File: config.mk
export PLATFORM = sky130hd
export DESIGN_NAME = raw10_line_unpacker
export DESIGN_NICKNAME = d
export VERILOG_FILES = /design/src/rtl/raw10_pkg.sv /design/src/rtl/raw10_group_decode.sv /design/src/rtl/raw10_line_unpacker.sv
export SDC_FILE = /design/constraint.sdc
export NUM_CORES = 1
export LEC_CHECK = 0
export ABC_AREA = 0
export CAP_MARGIN = 20
export CORE_AREA = 2 2 149 151
export CTS_BUF_LIST = sky130_fd_sc_hd__clkbuf_4
export DETAILED_ROUTE_END_ITERATION = 8
export DIE_AREA = 0 0 151 153
export PLACE_DENSITY = 0.74
export SLEW_MARGIN = 25
export SYNTH_ARGS = -nofsm -noshare
export SYNTH_HDL_FRONTEND = slang
export SYNTH_SLANG_ARGS = --single-unit
File: constraint.sdc
create_clock -name sys_clk -period 5 [get_ports sys_clk]
set_input_delay 0.75 -clock sys_clk [delete_from_list [all_inputs] [get_ports sys_clk]]
set_output_delay 0.75 -clock sys_clk [all_outputs]
set_load 0.005 [all_outputs]
File: src/rtl/raw10_pkg.sv
// RAW10 unpacker shared definitions.
// Group geometry and pixel-group bundle types.
package raw10_pkg;
  localparam int RAW10_BYTES_PER_GROUP = 5;
  localparam int PIX_PER_GROUP = 4;
  localparam int PIX_W = 10;

  typedef logic [PIX_PER_GROUP*PIX_W-1:0] pix_grp_t;
  typedef logic [RAW10_BYTES_PER_GROUP*8-1:0] raw_grp_t;
endpackage

File: src/rtl/raw10_group_decode.sv
// RAW10 group decode: 5 packed bytes to 4 pixels.
// Byte 4 carries the two LSBs of each pixel.
module raw10_group_decode
  import raw10_pkg::*;
(
  input  raw_grp_t i_bytes,
  output pix_grp_t o_pix
);

  always_comb begin
    o_pix = '0;
    for (int n = 0; n < PIX_PER_GROUP; n++) begin
      o_pix[n*PIX_W +: PIX_W] = {
        i_bytes[n*8 +: 8],
        i_bytes[32 + 2*n +: 2]
      };
    end
  end

endmodule

File: src/rtl/raw10_line_unpacker.sv
// CSI-2 RAW10 line unpacker: byte buffer, x/y tracking,
// frame RAM group address and sticky line-length error.
module raw10_line_unpacker
  import raw10_pkg::*;
#(
  parameter int LINE_PIXELS = 640,
  parameter int X_W = 12,
  parameter int Y_W = 12
) (
  input  logic           sys_clk,
  input  logic           reset,
  input  logic           frame_start,
  input  logic           line_start,
  input  logic [31:0]    data_i,
  input  logic           data_valid,
  output logic [39:0]    pix_o,
  output logic           pix_valid,
  output logic [X_W-1:0] pix_x,
  output logic [Y_W-1:0] pix_y,
  output logic [31:0]    ram_adress,
  output logic           len_err
);

  localparam logic [X_W-1:0] LPG =
    X_W'(LINE_PIXELS / PIX_PER_GROUP);

  logic [63:0]    r_buf;
  logic [3:0]     r_cnt;
  logic [X_W-1:0] r_grp;
  logic [Y_W-1:0] r_y;
  logic           r_first;
  logic           r_err;

  logic           w_clr;
  logic [3:0]     w_base;
  logic           w_first_b;
  logic [Y_W-1:0] w_y_b;
  logic [Y_W-1:0] w_y;
  logic [X_W-1:0] w_grp_b;
  logic [6:0]     w_sh;
  logic [63:0]    w_mask;
  logic [63:0]    w_cat;
  logic           w_emit;
  logic           w_len_bad;
  logic           w_over;
  pix_grp_t       w_pix;

  // Frame/line events act before the word of the same cycle.
  assign w_clr     = frame_start | line_start;
  assign w_base    = w_clr ? 4'd0 : r_cnt;
  assign w_first_b = frame_start | r_first;
  assign w_y_b     = frame_start ? '0 : r_y;
  assign w_y       = (line_start && !w_first_b)
                   ? w_y_b + 1'b1 : w_y_b;
  assign w_grp_b   = w_clr ? '0 : r_grp;

  assign w_sh   = {w_base, 3'b000};
  assign w_mask = ~({64{1'b1}} << w_sh);
  assign w_cat  = (r_buf & w_mask)
                | ({32'b0, data_i} << w_sh);
  assign w_emit = data_valid && (w_base != 4'd0);

  assign w_len_bad = line_start && !w_first_b &&
                     ((r_cnt != 4'd0) || (r_grp != LPG));
  assign w_over    = w_emit && (w_grp_b >= LPG);

  raw10_group_decode u_dec (
    .i_bytes (w_cat[39:0]),
    .o_pix   (w_pix)
  );

  assign len_err = r_err;

  always_ff @(posedge sys_clk or negedge reset) begin
    if (!reset) begin
      r_buf      <= '0;
      r_cnt      <= '0;
      r_grp      <= '0;
      r_y        <= '0;
      r_first    <= 1'b1;
      r_err      <= 1'b0;
      pix_o      <= '0;
      pix_valid  <= 1'b0;
      pix_x      <= '0;
      pix_y      <= '0;
      ram_adress <= '0;
    end else begin
      pix_valid <= w_emit;
      if (w_emit) begin
        pix_o      <= w_pix;
        pix_x      <= {w_grp_b[X_W-3:0], 2'b00};
        pix_y      <= w_y;
        ram_adress <= 32'(w_y) * 32'(LPG)
                    + 32'(w_grp_b);
      end
      if (data_valid) begin
        if (w_emit) begin
          r_buf <= w_cat >> 40;
          r_cnt <= 4'(w_base - 4'd1);
        end else begin
          r_buf <= w_cat;
          r_cnt <= 4'd4;
        end
      end else if (w_clr) begin
        r_buf <= '0;
        r_cnt <= '0;
      end
      r_grp   <= w_emit ? w_grp_b + 1'b1 : w_grp_b;
      r_y     <= w_y;
      r_first <= w_first_b & ~line_start;
      r_err   <= (frame_start ? 1'b0 : r_err)
               | w_len_bad | w_over;
    end
  end

endmodule

Fig. 1: run 1, met1 routing
Bar = 50 um. Supply wires on this layer in grey.
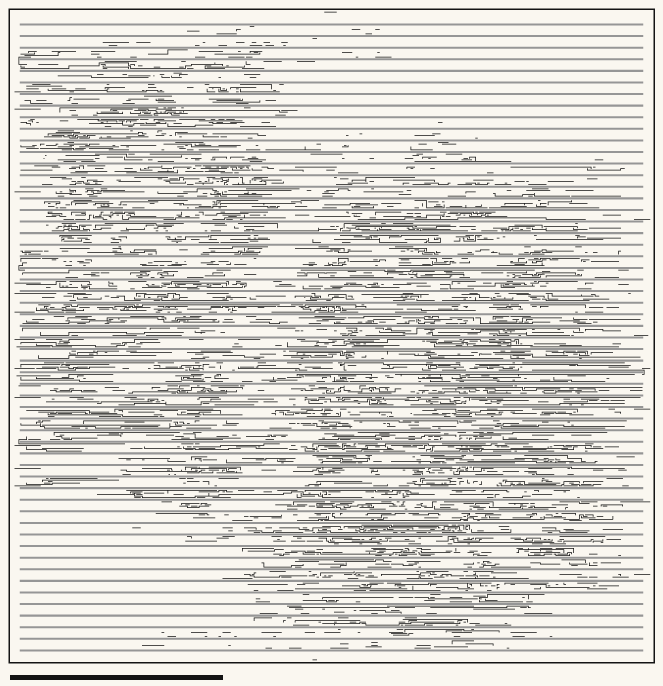
nets with wire on the layer	1073
share of all routed wire	43%
main direction	horizontal

Fig. 2: run 1, metal 2
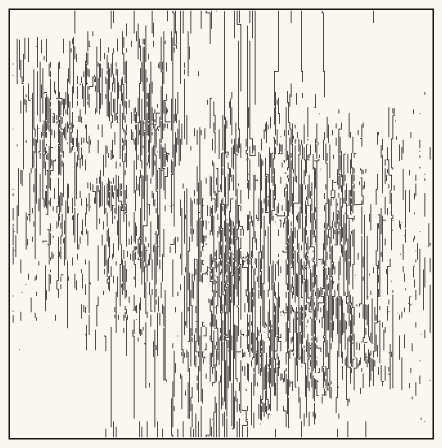
main direction	vertical
share of all routed wire	48%
nets with wire on the layer	1021
longest straight run	58.1 um
wire length after detailed routing: 25450 um
via count: 8075

==> out/results.txt <==
Top power group -> registers
Number of synthesized register bits -> 173
Leakage Power -> 5.067 nW
Resized Gates After CTS -> 0
Most instantiated logic cell after routing -> dfrtp_1
GP Congestion -> 0.8830
Highest fanout seen on the critical path -> 8
Launch point of the worst reg-to-reg path -> r_first
TritonCTS Buffers -> 17
Worst R2R Setup Slack -> 0.98 ns
Chip area estimate from yosys synthesis -> 0.009555 mm^2
Vertical extent of the die -> 153 um
Worst setup timing slack at the placement stage -> -0.07565 ns
Top area contributor share -> 45.04%
Ys Warns -> 0
Slew of the pin with the lowest slew margin -> 0.9174 ns
Clk slew on worst S/H paths -> 0.16 ns
Clock latency of the later-clocked register in the worst-skew pair -> 0.60 ns
Part of the power in the clock network -> 28.7%
Status -> completed
Depth of the most critical reg-to-reg path -> 14
Sequential share of power -> 51.2%
Non-filler cells in the finished layout -> 1412
Cell internal pwr -> 2.228 mW
Post-synthesis cell type with the largest instance count -> dfrtp_1
Share of cell area taken by muxes after synthesis -> 6.757%
Part of the total power dissipated in combinational logic -> 20.1%
Max Clock Freq -> 224.9 MHz
Sequential share of the synthesized area -> 45.32%
Yosys xor share -> 3.470%
Final Power -> 3.140 mW
Post-DR wirelength/cell -> 18.02 um
Average via count per standard cell -> 5.719
Layout fillers -> 1965
Combinational family with the most area after synthesis -> AND-OR/OR-AND gates
Number of buffers added to fix hold violations after cts -> 0
Number of global-route vias before repair -> 7842
First-pass GRT wire length -> 40850 um
Worst Setup Path Type -> input port to register
Clock root buffer master -> clkbuf_4
Grt met1 use -> 30.01%
Antenna violations before repair -> 2
Hold Worst Slack -> 0.1786 ns
Antenna Violating Nets Remaining -> 0
Crit path time final -> 4.447 ns
Synth Area in Simple Gates -> 15.61%
Crit path launch type -> input port
Total GRT Usage -> 22.29%
Fig. 3: run 1, signal wires on met3
Bar = 50 um.
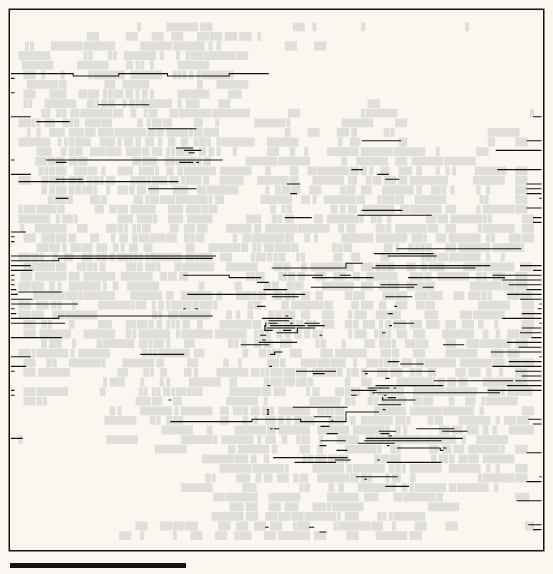
wire length on this layer	1740 um
main direction	horizontal
nets with wire on the layer	156
share of all routed wire	6.8%

-- run 1: flip-flops by register name, summed over array words and instances (netlist names), 4 cells and up --
| register | flops |
|---|---|
| r_grp | 12 |
| pix_y | 12 |
| r_cnt | 4 |
| pix_x | 10 |
| pix_o | 40 |
| ram_adress | 16 |
| r_y | 12 |
| r_buf | 64 |
-- run 1: area by class of cell --
class                      count  area share [%]
multi-input combinational    759           42.53
timing repair buffer         145           12.53
clock buffer                  19           1.261
antenna                        2         0.04424
sequential                   173           38.28
clock inverter                13           1.548
tap                          280           3.097
inverter                      21          0.7078
No activity file was given, so power comes from the tool's default toggle rates.
